===== src/rtl/packet_drain_controller.sv =====
// rtl/packet_drain_controller.sv - drains completed reassembly-buffer packets flit by flit to one consumer
package types;
    typedef struct packed {
        logic [1:0]  flit_type;
        logic [29:0] payload;
    } flit_t;
endpackage

package packet_types;
    localparam int BUFFER_FLITS = 8;
    localparam int TAIL_W       = 4;

    typedef struct packed {
        logic [TAIL_W-1:0]                 tail_index;
        types::flit_t [BUFFER_FLITS-1:0]   buffer;
    } packet_element_t;
endpackage

module packet_drain_controller #(
    parameter int MAX_PACKET_FLITS = 8,
    parameter int DRAIN_TIMEOUT    = 256,
    parameter int DROP_CNT_WIDTH   = 16
) (
    input  logic                            nocclk,
    input  logic                            rst_n,
    input  packet_types::packet_element_t   transfered_packet,
    input  logic                            transfered_packet_valid,
    output logic                            transfered_packet_completed,
    output types::flit_t                    out_flit,
    output logic                            out_flit_valid,
    input  logic                            out_flit_ready,
    output logic                            busy,
    output logic [DROP_CNT_WIDTH-1:0]       dropped_count
);

    localparam int IDX_W   = $clog2(MAX_PACKET_FLITS + 1);
    localparam int RD_W    = $clog2(packet_types::BUFFER_FLITS);
    localparam int STALL_W = $clog2(DRAIN_TIMEOUT + 1);
    localparam int TAIL_W  = packet_types::TAIL_W;

    localparam logic [TAIL_W-1:0]  MAX_TAIL    = TAIL_W'(MAX_PACKET_FLITS);
    localparam logic [STALL_W-1:0] STALL_LIMIT = STALL_W'(DRAIN_TIMEOUT - 1);

    typedef enum logic [1:0] {
        IDLE      = 2'd0,
        SEND      = 2'd1,
        DONE      = 2'd2,
        DONE_DROP = 2'd3
    } state_t;

    state_t                    state_q, state_d;
    logic [IDX_W-1:0]          idx_q, idx_d;
    logic [IDX_W-1:0]          total_q, total_d;
    logic [STALL_W-1:0]        stall_q, stall_d;
    types::flit_t              flit_q, flit_d;
    logic                      valid_q, valid_d;
    logic                      completed_q, completed_d;
    logic [DROP_CNT_WIDTH-1:0] drop_q, drop_d;

    logic [TAIL_W-1:0]         tail;
    logic                      malformed;
    logic                      handshake;
    logic [RD_W-1:0]           rd_sel;

    assign tail      = transfered_packet.tail_index;
    assign malformed = (tail == '0) || (tail > MAX_TAIL);
    assign handshake = valid_q & out_flit_ready;
    assign rd_sel    = RD_W'(idx_q);

    always_ff @(posedge nocclk or negedge rst_n) begin
        if (!rst_n) begin
            state_q     <= IDLE;
            idx_q       <= '0;
            total_q     <= '0;
            stall_q     <= '0;
            flit_q      <= '0;
            valid_q     <= 1'b0;
            completed_q <= 1'b0;
            drop_q      <= '0;
        end else begin
            state_q     <= state_d;
            idx_q       <= idx_d;
            total_q     <= total_d;
            stall_q     <= stall_d;
            flit_q      <= flit_d;
            valid_q     <= valid_d;
            completed_q <= completed_d;
            drop_q      <= drop_d;
        end
    end

    // completed_d is asserted on every transition into DONE/DONE_DROP so the
    // strobe is a flop that tracks exactly those two states.
    always_comb begin
        state_d     = state_q;
        idx_d       = idx_q;
        total_d     = total_q;
        stall_d     = stall_q;
        flit_d      = flit_q;
        valid_d     = valid_q;
        completed_d = 1'b0;
        drop_d      = drop_q;

        case (state_q)
            IDLE: begin
                if (transfered_packet_valid) begin
                    total_d = IDX_W'(tail);
                    if (malformed) begin
                        state_d     = DONE_DROP;
                        completed_d = 1'b1;
                    end else begin
                        flit_d  = transfered_packet.buffer[0];
                        valid_d = 1'b1;
                        idx_d   = IDX_W'(1);
                        stall_d = '0;
                        state_d = SEND;
                    end
                end
            end
            SEND: begin
                // A handshake in the timeout cycle takes priority over the abort.
                if (handshake) begin
                    stall_d = '0;
                    if (idx_q == total_q) begin
                        valid_d     = 1'b0;
                        state_d     = DONE;
                        completed_d = 1'b1;
                    end else begin
                        flit_d = transfered_packet.buffer[rd_sel];
                        idx_d  = idx_q + 1'b1;
                    end
                end else if (stall_q == STALL_LIMIT) begin
                    valid_d     = 1'b0;
                    stall_d     = '0;
                    state_d     = DONE_DROP;
                    completed_d = 1'b1;
                end else begin
                    stall_d = stall_q + 1'b1;
                end
            end
            DONE: begin
                idx_d   = '0;
                state_d = IDLE;
            end
            DONE_DROP: begin
                idx_d   = '0;
                state_d = IDLE;
                if (drop_q != '1) begin
                    drop_d = drop_q + 1'b1;
                end
            end
            default: begin
                state_d = IDLE;
            end
        endcase
    end

    assign transfered_packet_completed = completed_q;
    assign out_flit                    = flit_q;
    assign out_flit_valid              = valid_q;
    assign busy                        = (state_q != IDLE);
    assign dropped_count               = drop_q;

    // The buffer must keep the head entry presented until it sees completion.
    property p_head_held;
        @(posedge nocclk) disable iff (!rst_n)
            (state_q != IDLE) |-> transfered_packet_valid;
    endproperty
    a_head_held: assert property (p_head_held);

endmodule

===== config.mk =====
export PLATFORM = sky130hd
export DESIGN_NAME = packet_drain_controller
export DESIGN_NICKNAME = d
export VERILOG_FILES = /design/src/rtl/packet_drain_controller.sv
export SDC_FILE = /design/constraint.sdc
export NUM_CORES = 1
export LEC_CHECK = 0
export ABC_AREA = 1
export CAP_MARGIN = 10
export CORE_ASPECT_RATIO = 1.75
export CORE_UTILIZATION = 43
export DETAILED_ROUTE_END_ITERATION = 10
export PLACE_DENSITY = 0.82
export SLEW_MARGIN = 25
export SYNTH_ARGS = -nofsm -noshare
export SYNTH_HDL_FRONTEND = slang
export SYNTH_SLANG_ARGS = --single-unit
export TNS_END_PERCENT = 100

===== constraint.sdc =====
create_clock -name nocclk -period 1.85 [get_ports nocclk]
set_input_delay 0.185 -clock nocclk [delete_from_list [all_inputs] [get_ports nocclk]]
set_output_delay 0.185 -clock nocclk [all_outputs]
set_load 0.02 [all_outputs]

run_1/layers.png
(3 px per micron) Two of the layers only.
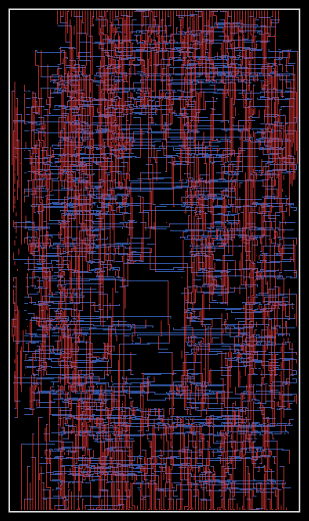
colour	layer	wire length
red	M2	13,000 microns
blue	M1	8,970 microns
number of vias in the routed layout: 8,598
routed wirelength normalized by instance count: 14.72 microns

run_1/m3.png
(3 px per micron)
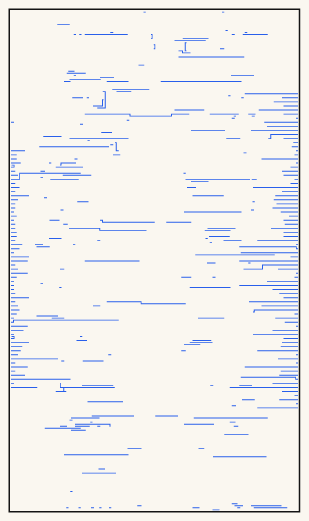
nets with wire on the layer	228
main direction	horizontal
wire length on this layer	1,740 microns
share of all routed wire	6.9%
longest straight run	35.0 microns
met3 Use GR: 4.932%
total length of routed wires: 25,160 microns

run_1/class_map.png
(2 px per micron)
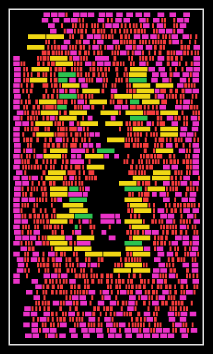
colour	class	cells
magenta	remaining buffers and delay cells	347
red	remaining logic cells	1,092
green	clock drivers and dummy loads	14
yellow	registers	69
cell area after layout: 0.01035 sq mm
Std-Cell Core Area: 0.01531 sq mm
Final Util: 67.56%

==> tab_implementation.tex, run 1 <==
% Synthesis and place-and-route results
\begin{tabular}{lr}
\hline
Metric & Value \\
\hline
\multicolumn{2}{l}{\textbf{Flow run}} \\
\quad Max Cap Viol & 0 \\
\quad Total number of warnings across the stage logs & 26 \\
\multicolumn{2}{l}{\textbf{Power and ir drop}} \\
\quad Part of the power in combinational logic & 68.6\% \\
\quad Static Leak & 5.644 nW \\
\quad Power per cell area & 1289 mW/mm\^{}2 \\
\quad Main power group & combinational logic \\
\quad Switching share of power & 49.56\% \\
\quad Flop+latch power & 2.55 mW \\
\quad Part of the total power dissipated in sequential elements & 19.1\% \\
\quad Power dissipated by switching net loads & 6.610 mW \\
\multicolumn{2}{l}{\textbf{Final layout}} \\
\quad Largest area class, layout & combinational gates \\
\quad Mi-comb count & 859 \\
\quad Fraction of area in clock buffers and inverters & 2.757\% \\
\quad Commonest non-fill, non-tap cells in the layout & sky130\_fd\_sc\_hd\_\_nand2\_1, sky130\_fd\_sc\_hd\_\_clkdlybuf4s50\_1, sky130\_fd\_sc\_hd\_\_nand3\_1 \\
\quad Footprint of the flip-flops and latches & 0.001733 sq mm \\
\quad Commonest Layout Cell & sky130\_fd\_sc\_hd\_\_nand2\_1 \\
\quad Diode count & 1 \\
\quad Sequential portion of the cell area & 16.75\% \\
\quad Comb/total area & 36.12\% \\
\quad Area delta synth->final & 54.73\% \\
\quad Non-clock buffer share of cell area & 33.62\% \\
\multicolumn{2}{l}{\textbf{Yosys}} \\
\quad Gate count of the mapped netlist & 1,229 \\
\quad Top-area cell share & 29.47\% \\
\quad Portion of the post-synthesis area used by sequential elements & 25.82\% \\
\quad Number of nets in the synthesized netlist & 1,496 \\
\quad Post-synth EDFFs & 0 \\
\quad Yosys stat area & 0.006686 sq mm \\
\quad Mean area per synthesized cell & 5.441 sq um \\
\quad Ys cells & 1,229 \\
\quad Most popular library cell in the synthesized design by count & sky130\_fd\_sc\_hd\_\_nand2\_1 \\
\quad Ys flops & 69 \\
\quad Synthesis Warnings & 0 \\
\quad Netlist area before placement & 0.006686 sq mm \\
\multicolumn{2}{l}{\textbf{Route}} \\
\quad Routed Antenna Nets & 0 \\
\quad Detailed-route vias per instance & 5.031 \\
\quad Met3 wire length & 1736 microns \\
\quad DRT Pass-1 Iters & 10 \\
\quad Routed length on met1 & 8972 microns \\
\quad Max Used Layer & met4 \\
\quad Iteration-0 DRC Markers & 276 \\
\quad Remaining design rule violation count & 1 \\
\multicolumn{2}{l}{\textbf{Final timing}} \\
\quad Final worst-path setup slack & 0.09625 ns \\
\quad Slew margin rel. & 66.22\% \\
\quad Final worst path period need & 1.754 ns \\
\quad Transition time of the tightest slew-check pin & 0.5066 ns \\
\quad Summed negative setup slack over all endpoints & 0 ns \\
\quad Unrepaired setup endpoints after global routing & no \\
\quad Max Freq & 570.2 MHz \\
\quad Final setup violation count & 0 \\
\multicolumn{2}{l}{\textbf{Worst setup path}} \\
\quad R2R Setup Slk & 0.13 ns \\
\quad Critical Path End Type & primary output \\
\quad Cell-by-cell trace of the critical path & nor2\_4, inv\_2, clkdlybuf4s50\_1 \\
\quad Category of the critical setup timing path & flop to primary output \\
\quad Max incr delay on CP & 0.53 ns \\
\quad Dominant delay contributor by cell family on the critical path & buffers and inverters \\
\quad Data arrival time of the worst path & 1.57 ns \\
\quad Length in cells of the worst reg-to-reg path & 9 \\
\quad Critical Path Slowest Stage Cell & sky130\_fd\_sc\_hd\_\_clkdlybuf4s50\_1 \\
\quad Launch point of the worst reg-to-reg path & dropped\_count[5]\$\_DFFE\_PN0P\_ \\
\multicolumn{2}{l}{\textbf{Place}} \\
\quad Weighted congestion at the end of routability-driven global placement & 0.9279 \\
\multicolumn{2}{l}{\textbf{Global route}} \\
\quad Overall track demand over capacity in global routing & 31.25\% \\
\quad Largest net degree at the start of global routing & 82 \\
\quad Vias in the first global route & 8,098 \\
\quad Global routing usage on met1 & 32.79\% \\
\quad Most used routing layer in global routing & met2 \\
\quad Wire length of the first global-routing pass & 38,740 microns \\
\multicolumn{2}{l}{\textbf{Floorplan}} \\
\quad Cell Rows & 60 \\
\quad Area of the chip & 0.01607 sq mm \\
\quad Tap cell instance count & 186 \\
\quad Die Y-Extent & 167.0 microns \\
\quad Number of top-level pins & 315 \\
\quad Horizontal die size & 96.27 microns \\
\multicolumn{2}{l}{\textbf{Run status}} \\
\quad Failing checks & design-rule violations \\
\quad Status & finished with violations \\
\multicolumn{2}{l}{\textbf{CTS}} \\
\quad Deepest level of the CTS H-tree & 3 \\
\quad CTS tree & built \\
\quad Count of clock tree sinks & 69 \\
\hline
\end{tabular}
-- run 1: cell families after synthesis --
logic type	count (synthesis)	synth area share, %
xor gates and xnor gates	17	2.227
DFF	69	25.82
AOI/OAI and AO/OA	27	2.190
buffers and inverters	301	18.28
and+or+nand+nor	812	50.92
adders and majority gates	3	0.5614
-- run 1: per-stage QoR --
step	cell area, sq um	hold slack [ns]	util, %
floorplan	6686	-0.1106	-
global placement	10050	0.1482	65.61
detailed placement	10050	0.1499	65.61
CTS	10340	0.3437	67.54
global route	10350	0.3647	67.56
finish	10350	0.3360	67.56
-- run 1: sequential cells by signal, indices dropped and copies added, names as in the netlist --
signal,count
dropped_count,16
idx_q,4
out_flit,32
out_flit_valid,1
stall_q,9
state_q,2
total_q,4
transfered_packet_completed,1
## Run 2: what changed since run 1
ABC_AREA = 0   (was 1)
CORE_AREA = 2 2 124 126   (was default)
CORE_ASPECT_RATIO = default   (was 1.75)
CORE_UTILIZATION = default   (was 43)
DIE_AREA = 0 0 126 128   (was default)
PLACE_DENSITY = 0.75   (was 0.82)
run_2/ff_map.png
(4 px per micron) Other sequential cells in the stronger grey, the rest of the logic in the fainter grey.
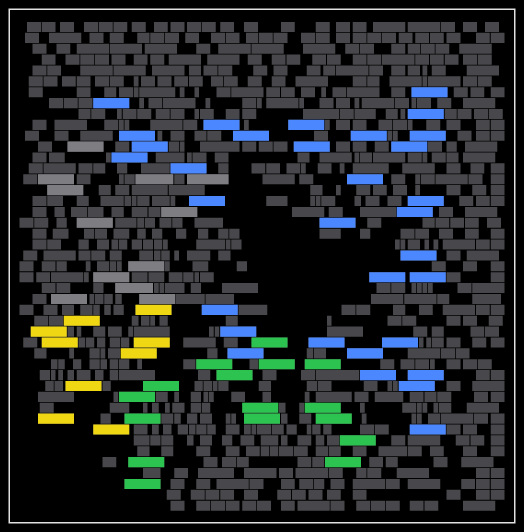
colour	signal	flops
yellow	`stall_q`	9
green	`dropped_count`	16
blue	`out_flit`	32
not coloured	12
sequential portion of the cell area: 18.47%
footprint of the flip-flops and latches: 0.001733 sq mm
Final Util: 63.11%
Flop+latch power: 2.57 mW

run_2/m3.png
(3 px per micron)
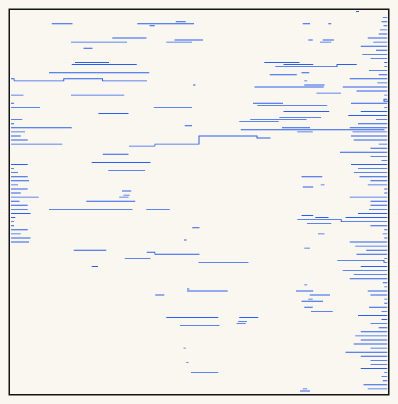
main direction	horizontal
nets with wire on the layer	174
share of all routed wire	7.1%
wire length on this layer	1,590 microns
number of vias in the routed layout: 5,664
total length of routed wires: 22,360 microns
met3 Use GR: 5.885%

==> tab_implementation.tex, run 2 <==
% Synthesis and place-and-route results
\begin{tabular}{lr}
\hline
Metric & Value \\
\hline
\multicolumn{2}{l}{\textbf{Run status}} \\
\quad Status & finished with violations \\
\quad Failing checks & negative setup slack \\
\multicolumn{2}{l}{\textbf{Power and ir drop}} \\
\quad Main power group & combinational logic \\
\quad Part of the power in combinational logic & 65.6\% \\
\quad Power per cell area & 1331 mW/mm\^{}2 \\
\quad Switching share of power & 38.48\% \\
\quad Part of the total power dissipated in sequential elements & 20.6\% \\
\quad Power dissipated by switching net loads & 4.803 mW \\
\multicolumn{2}{l}{\textbf{Floorplan}} \\
\quad Area of the chip & 0.01613 sq mm \\
\quad Horizontal die size & 126 microns \\
\quad Number of top-level pins & 315 \\
\quad Die Y-Extent & 128 microns \\
\quad Std-Cell Core Area & 0.01486 sq mm \\
\quad Cell Rows & 45 \\
\quad Tap cell instance count & 188 \\
\multicolumn{2}{l}{\textbf{Final layout}} \\
\quad Commonest non-fill, non-tap cells in the layout & sky130\_fd\_sc\_hd\_\_clkdlybuf4s50\_1, sky130\_fd\_sc\_hd\_\_nor2\_1, sky130\_fd\_sc\_hd\_\_dfrtp\_1 \\
\quad Fraction of area in clock buffers and inverters & 3.135\% \\
\quad Number of flip-flops under the largest register name & 32 \\
\quad Largest area class, layout & non-clock buffers \\
\quad Comb/total area & 35.89\% \\
\quad Area delta synth->final & 76.52\% \\
\quad Commonest Layout Cell & sky130\_fd\_sc\_hd\_\_clkdlybuf4s50\_1 \\
\quad Non-clock buffer share of cell area & 39.75\% \\
\quad Mi-comb count & 337 \\
\multicolumn{2}{l}{\textbf{Worst setup path}} \\
\quad Data arrival time of the worst path & 2.14 ns \\
\quad Max incr delay on CP & 0.52 ns \\
\quad Cell-by-cell trace of the critical path & buf\_12, buf\_12, mux4\_2, o22a\_1, a32o\_1 \\
\quad Critical Path End Type & flop \\
\quad Dominant delay contributor by cell family on the critical path & multiplexers \\
\multicolumn{2}{l}{\textbf{Final timing}} \\
\quad Summed negative setup slack over all endpoints & -1.137 ns \\
\quad Worst hold margin & 0.3877 ns \\
\quad Final worst-path setup slack & -0.06984 ns \\
\quad Unrepaired setup endpoints after global routing & yes \\
\quad Transition time of the tightest slew-check pin & 0.5464 ns \\
\quad Max Freq & 520.9 MHz \\
\quad Final worst path period need & 1.920 ns \\
\quad Final setup violation count & 31 \\
\quad Slew margin rel. & 63.57\% \\
\multicolumn{2}{l}{\textbf{Global route}} \\
\quad Global routing usage on met1 & 34.16\% \\
\quad Most used routing layer in global routing & met2 \\
\quad Vias in the first global route & 5,828 \\
\quad Wire length of the first global-routing pass & 33,240 microns \\
\multicolumn{2}{l}{\textbf{Yosys}} \\
\quad Yosys stat area & 0.005314 sq mm \\
\quad Top-area cell share & 32.49\% \\
\quad Arithmetic-cell share of the synthesized area counting full adders, half adders and majority gates & 0.7064\% \\
\quad Portion of the post-synthesis area used by sequential elements & 32.49\% \\
\quad Post-synth EDFFs & 0 \\
\quad Most popular library cell in the synthesized design by count & sky130\_fd\_sc\_hd\_\_nor2\_1 \\
\quad Fraction of the mapped netlist area in simple logic gates & 12.57\% \\
\quad Dominant kind of combinational cell & multiplexers \\
\quad Ys flops & 69 \\
\quad Xor/xnor cell area share of the yosys netlist & 2.308\% \\
\quad Number of nets in the synthesized netlist & 717 \\
\quad Mean area per synthesized cell & 11.81 sq um \\
\multicolumn{2}{l}{\textbf{Route}} \\
\quad Max Used Layer & met4 \\
\quad DRT Pass-1 Iters & 5 \\
\quad Detailed-route vias per instance & 5.768 \\
\quad Routed length on met1 & 9040 microns \\
\quad Routed Antenna Nets & 0 \\
\quad Remaining design rule violation count & 0 \\
\quad Met3 wire length & 1589 microns \\
\multicolumn{2}{l}{\textbf{CTS}} \\
\quad CTS tree & built \\
\quad Deepest level of the CTS H-tree & 3 \\
\multicolumn{2}{l}{\textbf{Place}} \\
\quad Weighted congestion at the end of routability-driven global placement & 0.8934 \\
\quad DP Area & 0.008861 sq mm \\
\multicolumn{2}{l}{\textbf{Flow run}} \\
\quad Max Cap Viol & 0 \\
\hline
\end{tabular}
run_2/layers.png
(3 px per micron) Two of the layers only.
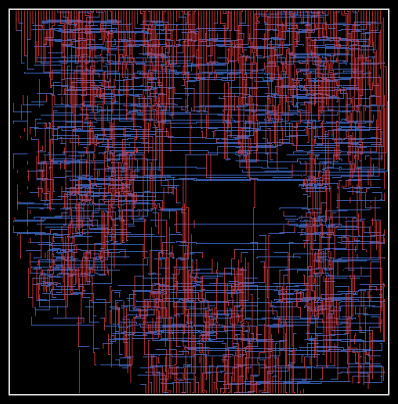
colour	layer	wire length
blue	M1	9,040 microns
red	M2	11,200 microns
routed wirelength normalized by instance count: 22.76 microns
overall track demand over capacity in global routing: 26.58%

==> run 2: final timing paths <==
kind,start,cells after the start,to
min in group nocclk,out_flit[31]$_DFFE_PN0P_,1,out_flit[31]$_DFFE_PN0P_
hold / removal,rst_n,2,stall_q[5]$_DFFE_PN0P_
setup reg to reg,idx_q[0]$_DFFE_PN0P_,5,out_flit[20]$_DFFE_PN0P_
setup / recovery,idx_q[0]$_DFFE_PN0P_,5,out_flit[20]$_DFFE_PN0P_
max in group asynchronous,rst_n,3,out_flit[1]$_DFFE_PN0P_
hold reg to reg,out_flit[31]$_DFFE_PN0P_,1,out_flit[31]$_DFFE_PN0P_
## Run 3: what changed since run 2
GPL_TIMING_DRIVEN = 0   (was default)
run_3/layers.png
(3 px per micron) Two of the layers only.
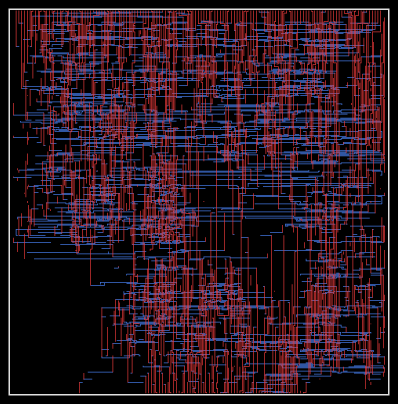
colour	layer	wire length
red	M2	11,500 microns
blue	M1	8,850 microns
routed wirelength normalized by instance count: 23.30 microns
total length of routed wires: 23,120 microns
overall track demand over capacity in global routing: 27.59%
number of vias in the routed layout: 5,776

run_3/class_map.png
(2 px per micron)
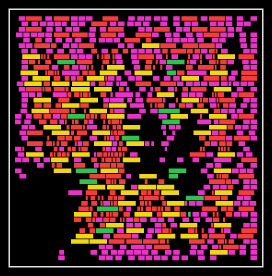
colour	class	cells
red	remaining logic cells	341
magenta	remaining buffers and delay cells	378
green	clock drivers and dummy loads	15
yellow	registers	69
Final Util: 64.23%
Cell Rows: 45
sequential portion of the cell area: 18.10%
cell area after layout: 0.009548 sq mm
Std-Cell Core Area: 0.01486 sq mm

==> tab_implementation.tex, run 3 <==
% Synthesis and place-and-route results
\begin{tabular}{lr}
\hline
Metric & Value \\
\hline
\multicolumn{2}{l}{\textbf{Worst hold path}} \\
\quad Beginning of the worst hold path & transfered\_packet[258] \\
\quad Type of the most critical hold path & input pin to flop \\
\quad Number of cells traversed by the worst hold path & 2 \\
\quad Hold path endpoint & total\_q[2]\$\_DFFE\_PN0P\_ \\
\multicolumn{2}{l}{\textbf{Worst setup path}} \\
\quad Data arrival time of the worst path & 2.17 ns \\
\quad R2R Setup Slk & -0.09 ns \\
\quad Category of the critical setup timing path & flop to flop \\
\quad Number of cells on the critical path & 6 \\
\quad Dominant delay contributor by cell family on the critical path & multiplexers \\
\quad Critical Path End Type & flop \\
\quad Max incr delay on CP & 0.51 ns \\
\quad Critical Path Slowest Stage Cell & sky130\_fd\_sc\_hd\_\_mux4\_2 \\
\quad Launch point of the worst reg-to-reg path & idx\_q[0]\$\_DFFE\_PN0P\_ \\
\quad Length in cells of the worst reg-to-reg path & 6 \\
\quad Worst path most repeated cell & sky130\_fd\_sc\_hd\_\_buf\_12 \\
\quad Critical path endpoint & out\_flit[21]\$\_DFFE\_PN0P\_ \\
\quad Worst EP required & 2.08 ns \\
\quad Buffer and inverter count on the worst path & 3 \\
\quad Crit. Startpoint & idx\_q[0]\$\_DFFE\_PN0P\_ \\
\quad Cell-by-cell trace of the critical path & buf\_8, buf\_12, buf\_12, mux4\_2, o22a\_1, a32o\_1 \\
\quad Reg2reg end & out\_flit[21]\$\_DFFE\_PN0P\_ \\
\multicolumn{2}{l}{\textbf{Final layout}} \\
\quad Comb/total area & 35.58\% \\
\quad Largest area class, layout & non-clock buffers \\
\quad Comb gate area & 0.003397 sq mm \\
\quad Commonest non-fill, non-tap cells in the layout & sky130\_fd\_sc\_hd\_\_clkdlybuf4s50\_1, sky130\_fd\_sc\_hd\_\_nor2\_1, sky130\_fd\_sc\_hd\_\_dfrtp\_1 \\
\quad Area delta synth->final & 79.68\% \\
\quad Non-clock buffer share of cell area & 39.96\% \\
\quad Mi-comb count & 335 \\
\quad Footprint of the flip-flops and latches & 0.001728 sq mm \\
\quad Nets & 1,066 \\
\quad Commonest Layout Cell & sky130\_fd\_sc\_hd\_\_clkdlybuf4s50\_1 \\
\quad Fraction of area in clock buffers and inverters & 3.643\% \\
\quad Diode count & 1 \\
\quad Share of post-route cells with drive strength above 1 & 20.80\% \\
\quad Count of inverters other than clock inverters in the layout & 6 \\
\quad Count of buffers not belonging to the clock network in the layout & 378 \\
\quad Number of flip-flops under the largest register name & 32 \\
\multicolumn{2}{l}{\textbf{Yosys}} \\
\quad Top flip-flop cell by instance count after synthesis & sky130\_fd\_sc\_hd\_\_dfrtp\_1 \\
\quad Mean area per synthesized cell & 11.81 sq um \\
\quad Post-synth EDFFs & 0 \\
\quad Mux contribution to synthesized area & 29.27\% \\
\quad Synthesis Warnings & 0 \\
\quad Number of nets in the synthesized netlist & 717 \\
\quad Netlist area before placement & 0.005314 sq mm \\
\quad Xor/xnor cell area share of the yosys netlist & 2.308\% \\
\quad Fraction of the mapped netlist area in simple logic gates & 12.57\% \\
\quad Largest cells by area after synthesis & sky130\_fd\_sc\_hd\_\_dfrtp\_1, sky130\_fd\_sc\_hd\_\_mux4\_2, sky130\_fd\_sc\_hd\_\_a32o\_1 \\
\quad Most popular library cell in the synthesized design by count & sky130\_fd\_sc\_hd\_\_nor2\_1 \\
\quad Ys flops & 69 \\
\quad Gate count of the mapped netlist & 450 \\
\quad Top-area cell share & 32.49\% \\
\quad Count of cell types in the netlist & 60 \\
\quad Area fraction in compound gates after synthesis & 17.33\% \\
\quad Proportion of synthesized flip-flops having asynchronous set or reset & 100.0\% \\
\quad Dominant kind of combinational cell & multiplexers \\
\quad Arithmetic-cell share of the synthesized area counting full adders, half adders and majority gates & 0.7064\% \\
\quad Yosys stat area & 0.005314 sq mm \\
\quad Portion of the post-synthesis area used by sequential elements & 32.49\% \\
\quad Ys cells & 450 \\
\multicolumn{2}{l}{\textbf{Final timing}} \\
\quad Max Freq & 515.5 MHz \\
\quad Final setup violation count & 28 \\
\quad Summed negative setup slack over all endpoints & -0.9405 ns \\
\quad Slew margin rel. & 65.92\% \\
\quad Final worst path period need & 1.940 ns \\
\quad Worst hold margin & 0.2757 ns \\
\quad Post-layout period usage & 104.9\% \\
\quad Endpoints failing hold & 0 \\
\quad Worst setup skew after layout & 0.008467 ns \\
\quad Final worst-path setup slack & -0.08977 ns \\
\quad Transition time of the tightest slew-check pin & 0.5112 ns \\
\quad Number of slew-limit violations in the final report & 0 \\
\quad Unrepaired setup endpoints after global routing & yes \\
\multicolumn{2}{l}{\textbf{Power and ir drop}} \\
\quad Part of the total power dissipated in sequential elements & 18.9\% \\
\quad Power per cell area & 1373 mW/mm\^{}2 \\
\quad Switching share of power & 37.80\% \\
\quad Static Leak & 3.677 nW \\
\quad Peak supply drop & 0.7824 mV \\
\quad Internal portion of total power & 8.154 mW \\
\quad Pwr Total & 13.11 mW \\
\quad Clk. pwr & 2.06 mW \\
\quad Flop+latch power & 2.48 mW \\
\quad Clock network power share & 15.7\% \\
\quad Main power group & combinational logic \\
\quad Combinational group power & 8.57 mW \\
\quad Part of the power in combinational logic & 65.3\% \\
\quad Power dissipated by switching net loads & 4.955 mW \\
\multicolumn{2}{l}{\textbf{Floorplan}} \\
\quad Area of the chip & 0.01613 sq mm \\
\quad Number of top-level pins & 315 \\
\quad Starting density of the core & 35.75\% \\
\quad Die Y-Extent & 128 microns \\
\quad Horizontal die size & 126 microns \\
\multicolumn{2}{l}{\textbf{Route}} \\
\quad Routed Antenna Nets & 0 \\
\quad Remaining design rule violation count & 0 \\
\quad Detailed-route vias per instance & 5.823 \\
\quad DRT Pass-1 Iters & 5 \\
\quad Iteration-0 DRC Markers & 543 \\
\multicolumn{2}{l}{\textbf{CTS}} \\
\quad Count of clock tree sinks & 69 \\
\quad Latency at later pin & 0.35 ns \\
\quad CTS tree & built \\
\quad Deepest level of the CTS H-tree & 3 \\
\quad Clock Root Buffer & sky130\_fd\_sc\_hd\_\_clkbuf\_16 \\
\quad TritonCTS buffer count & 9 \\
\quad Max clock buf depth & 2 \\
\multicolumn{2}{l}{\textbf{Global route}} \\
\quad Initial antenna violation count & 2 \\
\quad Overflow left after global routing & 0 \\
\quad Wire length of the first global-routing pass & 34,200 microns \\
\quad Largest net degree at the start of global routing & 37 \\
\quad Vias in the first global route & 6,020 \\
\multicolumn{2}{l}{\textbf{Flow run}} \\
\quad Max Cap Viol & 0 \\
\quad Total number of warnings across the stage logs & 29 \\
\multicolumn{2}{l}{\textbf{Place}} \\
\quad Post-detailed-placement half-perimeter wirelength & 17,650 microns \\
\quad Weighted congestion at the end of routability-driven global placement & 0.8724 \\
\quad Worst slack at placement & -0.7164 ns \\
\quad DP Area & 0.008728 sq mm \\
\quad Count of buffers from port buffering & 314 \\
\multicolumn{2}{l}{\textbf{Run status}} \\
\quad Failing checks & negative setup slack \\
\quad Status & finished with violations \\
\hline
\end{tabular}
run_3/placed.png
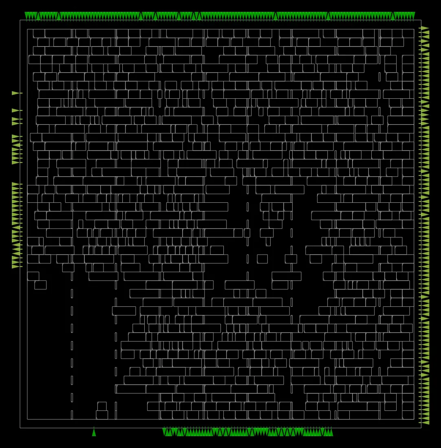
tap cell instance count: 188
filler cell count: 1,173
number of non-filler instances in the completed layout: 992
flop count: 69

## run 3: cell types whose count changed in the layout (fill, tap and decap cells not counted), sizes merged
cell / delta
dlymetal6s2s: +1
buf: -3
diode: +1
clkbuf: +11
clkinvlp: -1
dlygate4sd2: +3
mux2: -2
bufinv: +2
dlygate4sd1: +2
clkinv: -1
clkdlybuf4s50: -3
## run 3: what timing repair did
action,CTS,global route
pin swaps,20,37
gates resized,50,23
hold buffers,1,0
hold endpoints to repair,33,0
setup endpoints to repair,44,47
buffers inserted,14,5
cloned,1,3
## run 3: metal layers
metal / wire [microns] / GRT usage [%] / vias up
met5: 18 / 0 / -
met4: 820 / 11.96 / 2
met3: 1893 / 7.554 / 59
met2: 11530 / 45.76 / 291
met1: 8850 / 33.95 / 2892
li1: - / - / 2532
No activity file was given, so power comes from the tool's default toggle rates.
